==> config.mk <==
export PLATFORM = sky130hd
export DESIGN_NAME = grf_scoreboard
export DESIGN_NICKNAME = d
export VERILOG_FILES = /design/src/rtl/grf_scoreboard.sv
export SDC_FILE = /design/constraint.sdc
export NUM_CORES = 1
export LEC_CHECK = 0
export ABC_AREA = 1
export ABC_CLOCK_PERIOD_IN_PS = 5900
export CAP_MARGIN = 20
export CORE_ASPECT_RATIO = 1.75
export CORE_MARGIN = 2
export CORE_UTILIZATION = 45
export CTS_CLUSTER_SIZE = 40
export DETAILED_ROUTE_END_ITERATION = 7
export PLACE_DENSITY_LB_ADDON = 0.3
export SLEW_MARGIN = 20
export SYNTH_ARGS = -nofsm -noshare
export SYNTH_HDL_FRONTEND = slang
export SYNTH_SLANG_ARGS = --single-unit
export TNS_END_PERCENT = 100
==> constraint.sdc <==
create_clock -name clk -period 5.9 [get_ports clk]
set_clock_uncertainty 0.05 [all_clocks]
set_input_delay 1.18 -clock clk [delete_from_list [all_inputs] [get_ports clk]]
set_output_delay 1.18 -clock clk [all_outputs]
set_load 0.02 [all_outputs]
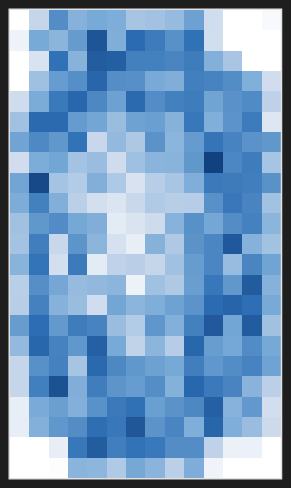
(images/density.png)
(2 px per µm) 14 x 23 tiles, from white (low) to dark blue (high), 0 to 100% covered.
fullest tile	93%
tiles over 75% full	9.0%
mean over tiles	48%
Initial Utilization: 45.4%
Placeable Area: 0.0300 mm²
final core occ: 52.6%

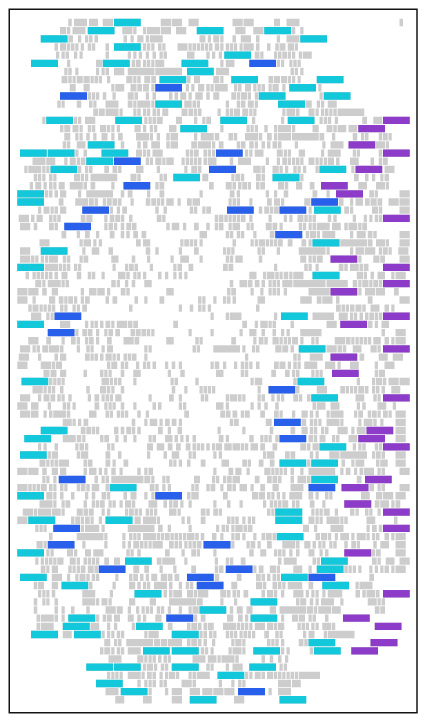
(images/registers.png)
(3 px per µm)
colour	netlist name	placed flops
cyan	cnt_reg	93
blue	busy_reg	31
purple	stall_cycles	32
sequential group power: 1760 µW
FF/Latch Area: 0.00390 mm²

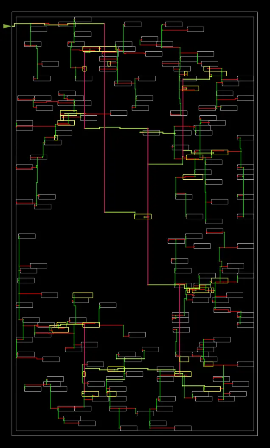
(images/final_clocks.png)
clock latency reported for the late side of the worst-skew pair: 0.46 ns
count of clock-net buffers in the final layout: 26

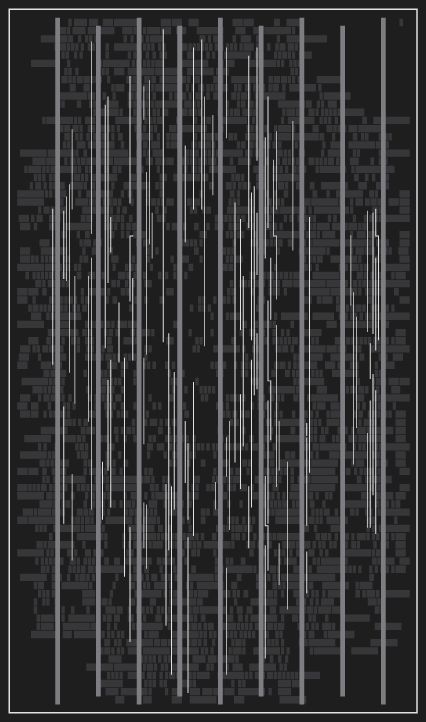
(images/met4.png)
(3 px per µm) Supply wires on this layer in grey. Cells faint in the background.
share of all routed wire	7.3%
nets with wire on the layer	67
wire length on this layer	3650 µm
longest straight run	104 µm
Routed Wire Length: 50.2 mm
routed vias: 15000

==> run summary <==
Status on the layout run. In this run the clock root is driven by a clkbuf_16. Switching power as a fraction of the total was reported as 45.0%. Final design instance area without fill landed at 0.0157 mm². Setup repair after global routing left no endpoint under its margin. Across all setup checks in the final design, the least slack found is between 0.3 and 0.4 ns. Among all cell types in the netlist, the one instantiated most often is nand2_1.

Final hold slack landed at 0.447 ns. Of the total power, the clock network draws 18.1%. The final timing report lists a hold violation count of 0. Flip-flop count of the largest register, all copies and words added landed at 93.

Violation tally from detailed-route iteration zero landed at 1147. Maximum number of pins on one net before global-route repair landed at 126. Dividing the final minimum period by the clock period gives a little over nine tenths. Count of distinct cell types in the synthesized netlist landed at 33.

Maximum clock path buffer count landed at 2. In the synthesized netlist, the cells that appear most often are 782 x nand2_1, 351 x inv_1, 197 x nor2_1, 168 x nand4_1, 156 x dfrtp_1. After synthesis, the largest area contributor takes up 28.7% of total cell area.

Counting the buffers created by CTS gives 17. As logged by OpenROAD, the buffers inserted on ports number between 90 and 100. Initial antenna violation count landed at 0. Layout cell share with drive strength beyond 1 landed at 6.14%. Gate count after technology mapping landed at 2223.

Detailed-router iteration count before antenna repair landed at 5. For reference, the most critical setup path is categorized as input pin to output port. Largest voltage drop on the vdd net landed at around 240 µV. The number of cells on the worst reg-to-reg path is 19. Of all flip-flops after synthesis, the portion carrying an async set or reset was 100%.

The chip occupies roughly 0.032 mm². Placed cell area landed at 0.0152 mm². Once the clock tree was built, the resizer swapped 0 gates to a different size. Pin slew with the least headroom to its limit landed at 0.941 ns. Total chip power landed at 6300 µW. Once detail routing completed, the nets flagged for antenna violations numbered 0. Compared with the post-synthesis result, the final layout area differs by 15.8%. Post-CTS repair timing setup buffer count landed at 0. In this run, post-CTS hold repair placed 0 buffers. Switching power landed at 2840 µW. Maximum level of the CTS H-tree landed at 4.

Number of max-cap violations landed at 0. Routed wirelength normalized by instance count landed at about 18 µm. Count of flip-flops with a built-in enable after synthesis landed at 0. Overall global routing resource usage landed at about a third.

Total standard cell area after synthesis landed at about 0.014 mm². Fraction of power consumed by sequential logic landed at 28.0%. After its last routability iteration, the placer logged a weighted congestion of 1.03. After the flow finishes, the layout carries non-filler instances totaling roughly 2700. STA classifies the critical path startpoint as an input pin. The worst-case reg-to-reg setup slack stands at 2.39 ns. STA reports the tightest min-delay check as being of type register to register. Looking at the cell usage after synthesis, the top flip-flop cell is dfrtp_1. Footprint of the multi-input gates landed at 0.00801 mm². DRC violation count after routing landed at 0. Net count entering floorplan landed at 2316. In this run the mean area of a mapped cell was roughly 6.1 µm².

The number of placed instances, taps included, is 2684. Total negative slack landed at 0 ns. TritonCTS built the clock tree. For the worst setup path, the data required time is between 4 and 5 ns. Note, the detailed placer reported a final HPWL of around 37 mm. For this design the ratio of total power to cell area is about 400 mW/mm². The flow ran to the end, and the final reports show no timing, DRC or antenna violations. The floorplan report gives the top-level pin count as 95. Design internal power landed at 3460 µW. Maximum frequency from static timing analysis landed at 179 MHz. Number of placement rows landed at 84. Number of synthesized register bits landed at 156. Number of standard cells reported by yosys landed at 2223.

On the worst setup and hold paths after CTS, the clock-pin slew comes to 0.06 ns. The critical path maximum fanout is 10. For this design the static power due to leakage is 0.00869 µW.

The first global-routing pass estimated 77.6 mm of wire. Warnings reported by Yosys during synthesis add up to 1. Pins over their slew limit in the final report were tallied at 0. TritonCTS sink count landed at between 150 and 200. The script logs the ratio of routed vias to standard cells as 5.52. Stage-log warning count landed at 59.

In this run, the combinational gates consume a little over half of the power. Filler cell count landed at 3078. At the worst endpoint, the arrival time is 4.36 ns. Worst slack at placement landed at 0.363 ns. STA classifies the critical path endpoint as an output port. Global routing finished with a remaining overflow of 0.

Post-synthesis, Yosys gives the total cell area as ~0.014 mm². Horizontal die dimension landed at 135 µm. In the final design database the tool counted 2409 nets.

Per Yosys stat, the portion of area used by sequential elements is 28.7%. Number of instances on the worst hold path landed at 2. Sorting the synthesized cells by area gives the leading types as dfrtp_1 29%, nand2_1 22%, inv_1 9.7%. Final count of negative-setup-slack endpoints landed at 0. Measured against its own limit, the worst slew margin works out to 37.3%. Looking at area per cell type in the netlist, the leader is dfrtp_1.

Final critical path time including I/O delays and setup landed at 5.59 ns. 0 antenna diodes ended up in the layout. The via count of the first global-routing pass was 14600. The die is between 200 and 250 µm tall.
critical path, cell delays in order:
cell	delay [ns]
clkdlybuf4s50_1	0.64
inv_2	0.13
nand2_1	0.11
inv_1	0.40
buf_4	0.25
nand2_1	0.06
nand4_1	0.11
nand2_1	0.06
nand2_1	0.06
nand2_1	0.05
a21oi_1	0.18
nand2_1	0.07
nor2_1	0.18
nor2_4	0.08
nor3_1	0.13
clkdlybuf4s50_1	0.66
metal layers:
metal  track usage, %  wire length, µm  up-vias
met2             57.4            25300      647
met1             34.2            18100     6962
met3             5.04             3140      209
li1                 -                -     7186
met4             22.5             3650        0
met5                0                0        -
placed cells by master, fill, tap and decap left out, drive strengths merged:
cell type and count:
clkbuf 26, nor2 204, or2 21, buf 55
inv 365, or3b 1, nor3 31, nand2 782
nand3b 3, dfrtp 156, o41ai 1, nor4b 1
xnor2 17, a22oi 4, o21ai 76, nand4 168
o211ai 6, xor2 44, or4 1, nor4 5
conb 1, a21oi 28, clkdlybuf4s50 92, clkinv 8
nand3 168, bufinv 2, ha 63
kinds of logic after synthesis:
group / Yosys count / share of synthesized area [%]
other cells: 1 / 0.0276
simple gates: 1385 / 44.6
fa+ha+maj: 63 / 5.79
buf+inv: 442 / 12.5
compound gates: 115 / 4.44
flops: 156 / 28.7
xor+xnor: 61 / 3.93
layout make-up:
cell class | count | share of cell area, %
sequential | 156 | 24.8
clock buffer | 26 | 3.17
clock inverter | 6 | 0.532
tap | 387 | 3.07
inverter | 369 | 8.83
multi-input combinational | 1625 | 50.8
timing repair buffer | 147 | 8.77
power groups by stage:
stage	sequential (µW)	clock, µW	combinational [µW]
CTS	1760	1160	3400
global route	1810	1200	3940
floorplan	1720	0	2550
global placement	1760	0	3270
finish	1760	1140	3390
detailed placement	1780	0	3370
No activity file was given, so power comes from the tool's default toggle rates.
